==> config.mk <==
export PLATFORM = sky130hd
export DESIGN_NAME = led_pattern_gen
export DESIGN_NICKNAME = d
export VERILOG_FILES = /design/src/rtl/led_pattern_gen.sv
export SDC_FILE = /design/constraint.sdc
export NUM_CORES = 1
export LEC_CHECK = 0
export CAP_MARGIN = 20
export CORE_MARGIN = 1.5
export CORE_UTILIZATION = 24
export CTS_CLUSTER_SIZE = 12
export DETAILED_ROUTE_END_ITERATION = 8
export GPL_ROUTABILITY_DRIVEN = 0
export PLACE_DENSITY = 0.47
export SKIP_LAST_GASP = 1
export SYNTH_ARGS = -nofsm -noshare
export SYNTH_HDL_FRONTEND = slang
export SYNTH_SLANG_ARGS = --single-unit
==> constraint.sdc <==
create_clock -name clock -period 3 [get_ports clock]
set_clock_uncertainty 0.05 [all_clocks]
set_input_delay 0.6 -clock clock [delete_from_list [all_inputs] [get_ports clock]]
set_output_delay 0.6 -clock clock [all_outputs]
set_load 0.01 [all_outputs]
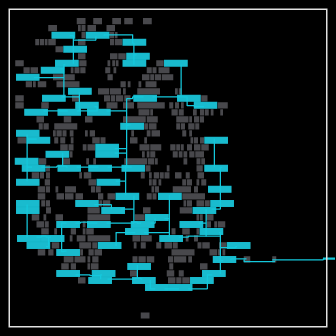
run_1/io_fan.png
Key: resetN = cyan [bits 1, direction input, edge right, end cells 67, buffers 2, wire 576 µm]
I/O pin count: 16
input/output buffers: 15

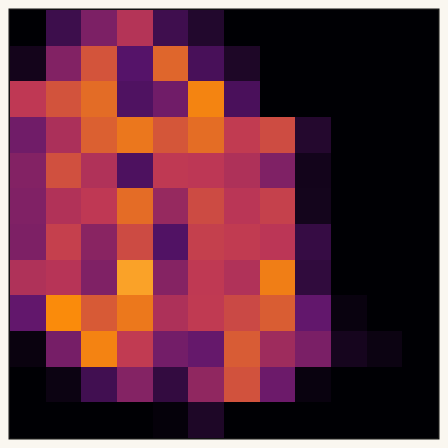
run_1/cell_density.png
12 x 12 tiles, from black (low) to pale yellow (high), 0 to 100% covered.
The fullest tile reaches 80%. The emptiest ninth of the die: top right. The mean over all tiles is 26%. 0.70% of the tiles are over 75% full. 35% of the tiles are nearly empty.
area of the core: 0.01393 mm²
share of the core filled with cells: 0.2934
Pre-Place Util: 0.2467

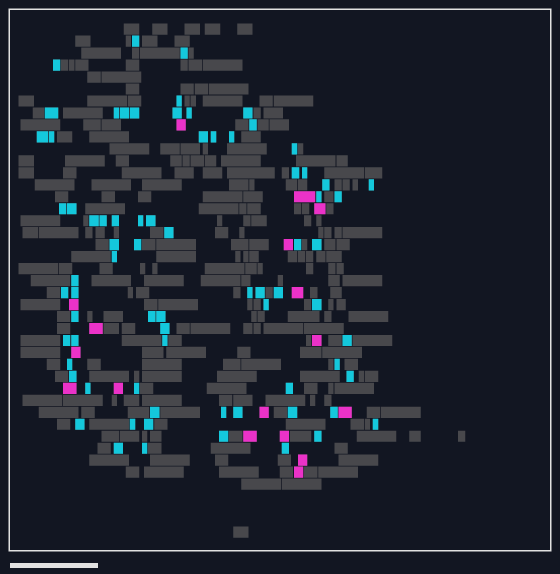
run_1/logic_types.png
Bar = 20 µm.
Key: AND and OR gates = magenta [cells 17]; NAND gates = cyan [cells 74]
top logic cell by instance count in the layout: dfrtp_1
final cell count without fillers: 536
combinational fraction of the cell area: 0.3999

==> notes.md, run 1 <==
Flow results follow.

Per the CTS log, the maximum H-tree level is 3. The iteration count recorded for the first detailed-route pass is 4. The net total in the final layout is between 300 and 400. The non-clock inverter total of the final layout is 18. The number of tap instances is about 180. Counting flops with a built-in enable in the synthesized netlist gives 0. The max-slew check reports its worst relative slack as 0.4289. The via count of the first global-routing pass is between 2000 and 2500. The count of buffer and inverter cells on the critical path is 1. The most used flip-flop cell after synthesis is dfrtp_1.

Per the synthesis report, the simple-gate share of the synthesized area is 0.1973. The area fraction in xor and xnor cells is 0.1249. The run finished with clean final reports. The combined flip-flop and latch cell area is roughly 0.0017 mm². The share of synthesized area in the top cell type comes to 0.4878. The timing report attributes the biggest portion of critical-path delay to simple AND/OR/NAND/NOR gates.

Once placement finished, the instance area stood at 0.003765 mm². After synthesis, the mean cell area works out to slightly above 10 µm². Max fanout on the critical path was recorded as 13. Recorded from the global router log, the overflow total was 0. The synthesized instance count is around 330. For the worst flop-to-flop path, the logic depth is 7. Overall routing resource usage recorded by global route was 0.1036. The biggest slice of the area belongs to registers. In this run the full chip footprint comes out at ~0.015 mm². The number of max-cap violations is 0. The net count after synthesis is between 300 and 400.

The worst-case register-to-register setup slack is 850 ps.
[run 1: cell usage after synthesis, drive strengths merged (3+ instances only)]
library cell and number:
dfrtp 67, xnor2 36, nand3 25, nand2 24
nand4 21, nor2 19, inv 18, o21ai 16
ha 13, xor2 13, a21oi 10, and3 8
nor3 8, buf 5, mux2 5, clkbuf 4
a211oi 3, a21o 3, a22o 3, a31oi 3
and4 3, nor4 3, o22ai 3
[run 1: placed cells by master, fill, tap and decap left out, types with 2 or more instances in the layout]
cell / n
a211oi_1: 3
a21o_1: 3
a21oi_1: 10
a22o_1: 3
a31oi_1: 3
and3_1: 8
and4_1: 3
buf_4: 2
clkbuf_16: 9
clkbuf_8: 4
clkdlybuf4s50_1: 14
dfrtp_1: 67
ha_1: 13
inv_1: 18
mux2_2: 4
nand2_1: 23
nand2b_1: 2
nand3_1: 25
nand4_1: 21
nor2_1: 18
nor3_1: 5
nor3_2: 3
nor4_1: 3
o211ai_1: 2
o21a_1: 2
o21ai_0: 14
o22ai_1: 3
or2_1: 2
xnor2_1: 36
xor2_1: 13
[run 1: power breakdown]
group	total [mW]	switching [mW]	internal (mW)	leakage, nW
combinational	0.381	0.170	0.211	0.753
sequential	1.21	0.159	1.06	0.848
clock	1.12	0.382	0.734	0.162
[run 1: cell families (layout without fill, tap and decap cells)]
| logic type | Yosys count | after routing |
|---|---|---|
| compound gates | 48 | 48 |
| xor+xnor | 49 | 49 |
| fa+ha+maj | 13 | 13 |
| buf+inv | 27 | 51 |
| flops | 67 | 67 |
| mux | 6 | 6 |
| simple gates | 122 | 122 |
[run 1: layer usage]
layer  track usage  up-vias  part of all wire
met5             0        -                 0
li1              -     1218                 -
met4       0.04215        0             0.013
met2        0.1514       35              0.44
met3       0.02602       11             0.028
met1        0.1454     1142              0.51
==> inputs of run 2 (changes only) <==
Settings changed: PLACE_DENSITY 0.47 to 0.48.
Clock period 3 ns to 2 ns, I/O delays scaled along.
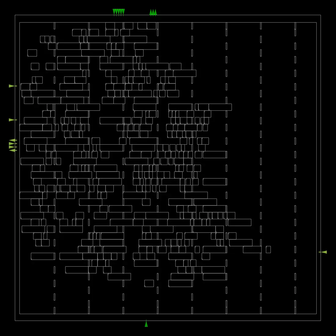
run_2/placement.png
register fraction of the total cell area: 0.3928
row count: 43
share of the core filled with cells: 0.3063
final cell count without fillers: 559

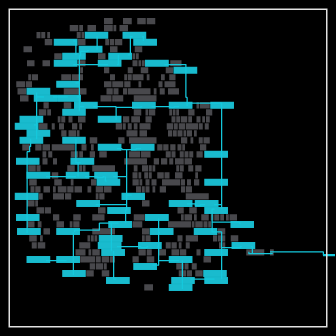
run_2/io_fan.png

==> run 2 against run 1 <==
Net effect:
- die area unchanged
- sequential share of layout area down 1.7 points
- critical path depth up 1
- first-iteration DRC count up 3.1%
- wire length up 2.1%
- core utilization up 1.3 points
- critical endpoint is now blink_cnt_q[18]
- largest power group unchanged
- highest routed layer unchanged
==> notes.md, run 2 <==
Flow results follow.

The run finished with clean final reports. The final period demand of the worst path is approximately 1900 ps. The count of boundary I/O pins is 16. The iteration count recorded for the first detailed-route pass is 4.

The worst-case register-to-register setup slack is 140 ps. The most common cell in the netlist is dfrtp_1. The fraction of final layout cells with drive strength greater than 1 is 0.1478. In the layout the commonest cells are dfrtp_1, xnor2_1, nand3_1, buf_4, nand2_1. The final global-route overflow total is 0. The basic-gate share of the synthesized area counting and, or, nand and nor cells is 0.1973.

The area fraction in xor and xnor cells is 0.1249. The final worst setup slack is between 100 and 150 ps. The relative slew slack is 0.6207.

In this run the worst path has a maximum fanout of 5. The final timing summary puts the cycle share of the worst path at 0.9376. The number of cells on the worst reg-to-reg path is 7.

The area fraction of the largest cell type after synthesis is 0.4878. The area taken by multi-input logic gates is 0.001650 mm². The post-synthesis area per instance is approximately 10 µm². The area of the chip is around 0.015 mm². The post-synth tally of flip-flops with integrated enable is 0. The cell count in the Yosys report is about 330. The finished cells cover 0.004268 mm². The net count after synthesis is approximately 360. The number of max-cap violations is 0.

The warning total across the stage logs is 28. The most numerous cell type found on the critical path is nand4_1. Overall routing resource usage recorded by global route was 0.1023. The horizontal die dimension reported for this design is ~120 µm. The cell count after placement is approximately 540. The net total in the final layout is 399.

The combined flip-flop and latch cell area is roughly 0.0017 mm². The synthesized instance count is about 330. The number of buffers and inverters on the critical path is 2. According to the floorplan report, the placeable core area is around 0.014 mm². Per the skew report, the later register of the worst-skew pair sees a clock latency of 320 ps. The via count of the first global-routing pass is between 2000 and 3000. The instance area after placement is between 0.003 and 0.004 mm².

The most instantiated flip-flop cell in the synthesis netlist is dfrtp_1. At the floorplan stage, the core utilization is reported as 0.2467. Sorting the synthesized cells by how often they occur yields dfrtp_1, xnor2_1, nand3_1, nand2_1, nand4_1.
-- run 2: netlist changes by cell type in the layout (fill, tap and decap cells not counted) --
cell	change
buf_12	+1
buf_4	+23
clkbuf_1	+2
clkbuf_8	-2
clkinv_4	-1
nor3_2	-1
nor3_4	+1
o21ai_0	-1
o21ai_2	+1
or2_1	-2
or2_4	+2
-- run 2: through the flow --
stage                       util  TNS [ps]  hold slack, ps  total power, mW
after floorplan                -         0           54.41            2.208
after global placement    0.2835     -4717           294.8            2.415
after detailed placement  0.2835     -5600           291.2            2.443
after CTS                 0.3047         0           57.87            4.043
after global routing      0.3063         0           71.09            4.236
final                     0.3063         0           45.20            3.986
-- run 2: cell families after synthesis --
group,Yosys count
flip-flops,67
adder cells (fa/ha/maj),13
XOR/XNOR,49
AND/OR/NAND/NOR,122
AND-OR/OR-AND,48
buffers and inverters,27
multiplexers,6
-- run 2: layer usage --
metal,up-vias,share of wire,track usage
met3,5,0.031,0.02370
met1,1229,0.49,0.1360
li1,1260,-,-
met5,-,0,0
met4,0,0.0069,0.03924
met2,41,0.47,0.1611
-- run 2: layout make-up --
cell class	count	area share
clock buffer	13	0.06098
clock inverter	2	0.008209
inverter	18	0.01583
multi-input combinational	238	0.3867
sequential	67	0.3928
tap	180	0.05277
timing repair buffer	41	0.08267
-- run 2: where the power goes --
group	internal (mW)	total (mW)	switching, mW
Combinational	0.330	0.598	0.268
Sequential	1.58	1.82	0.238
Clock	1.02	1.57	0.541
Total	2.94	3.99	1.05
-- run 2: what timing repair did --
action | 4_1_cts | 5_1_grt
hold buffers | 0 | 0
endpoints found under the setup margin | 0 | 17
gates resized | 0 | 5
buffers inserted | 0 | 1
hold endpoints to repair | 0 | 0
Power and IR drop assume default switching activity.
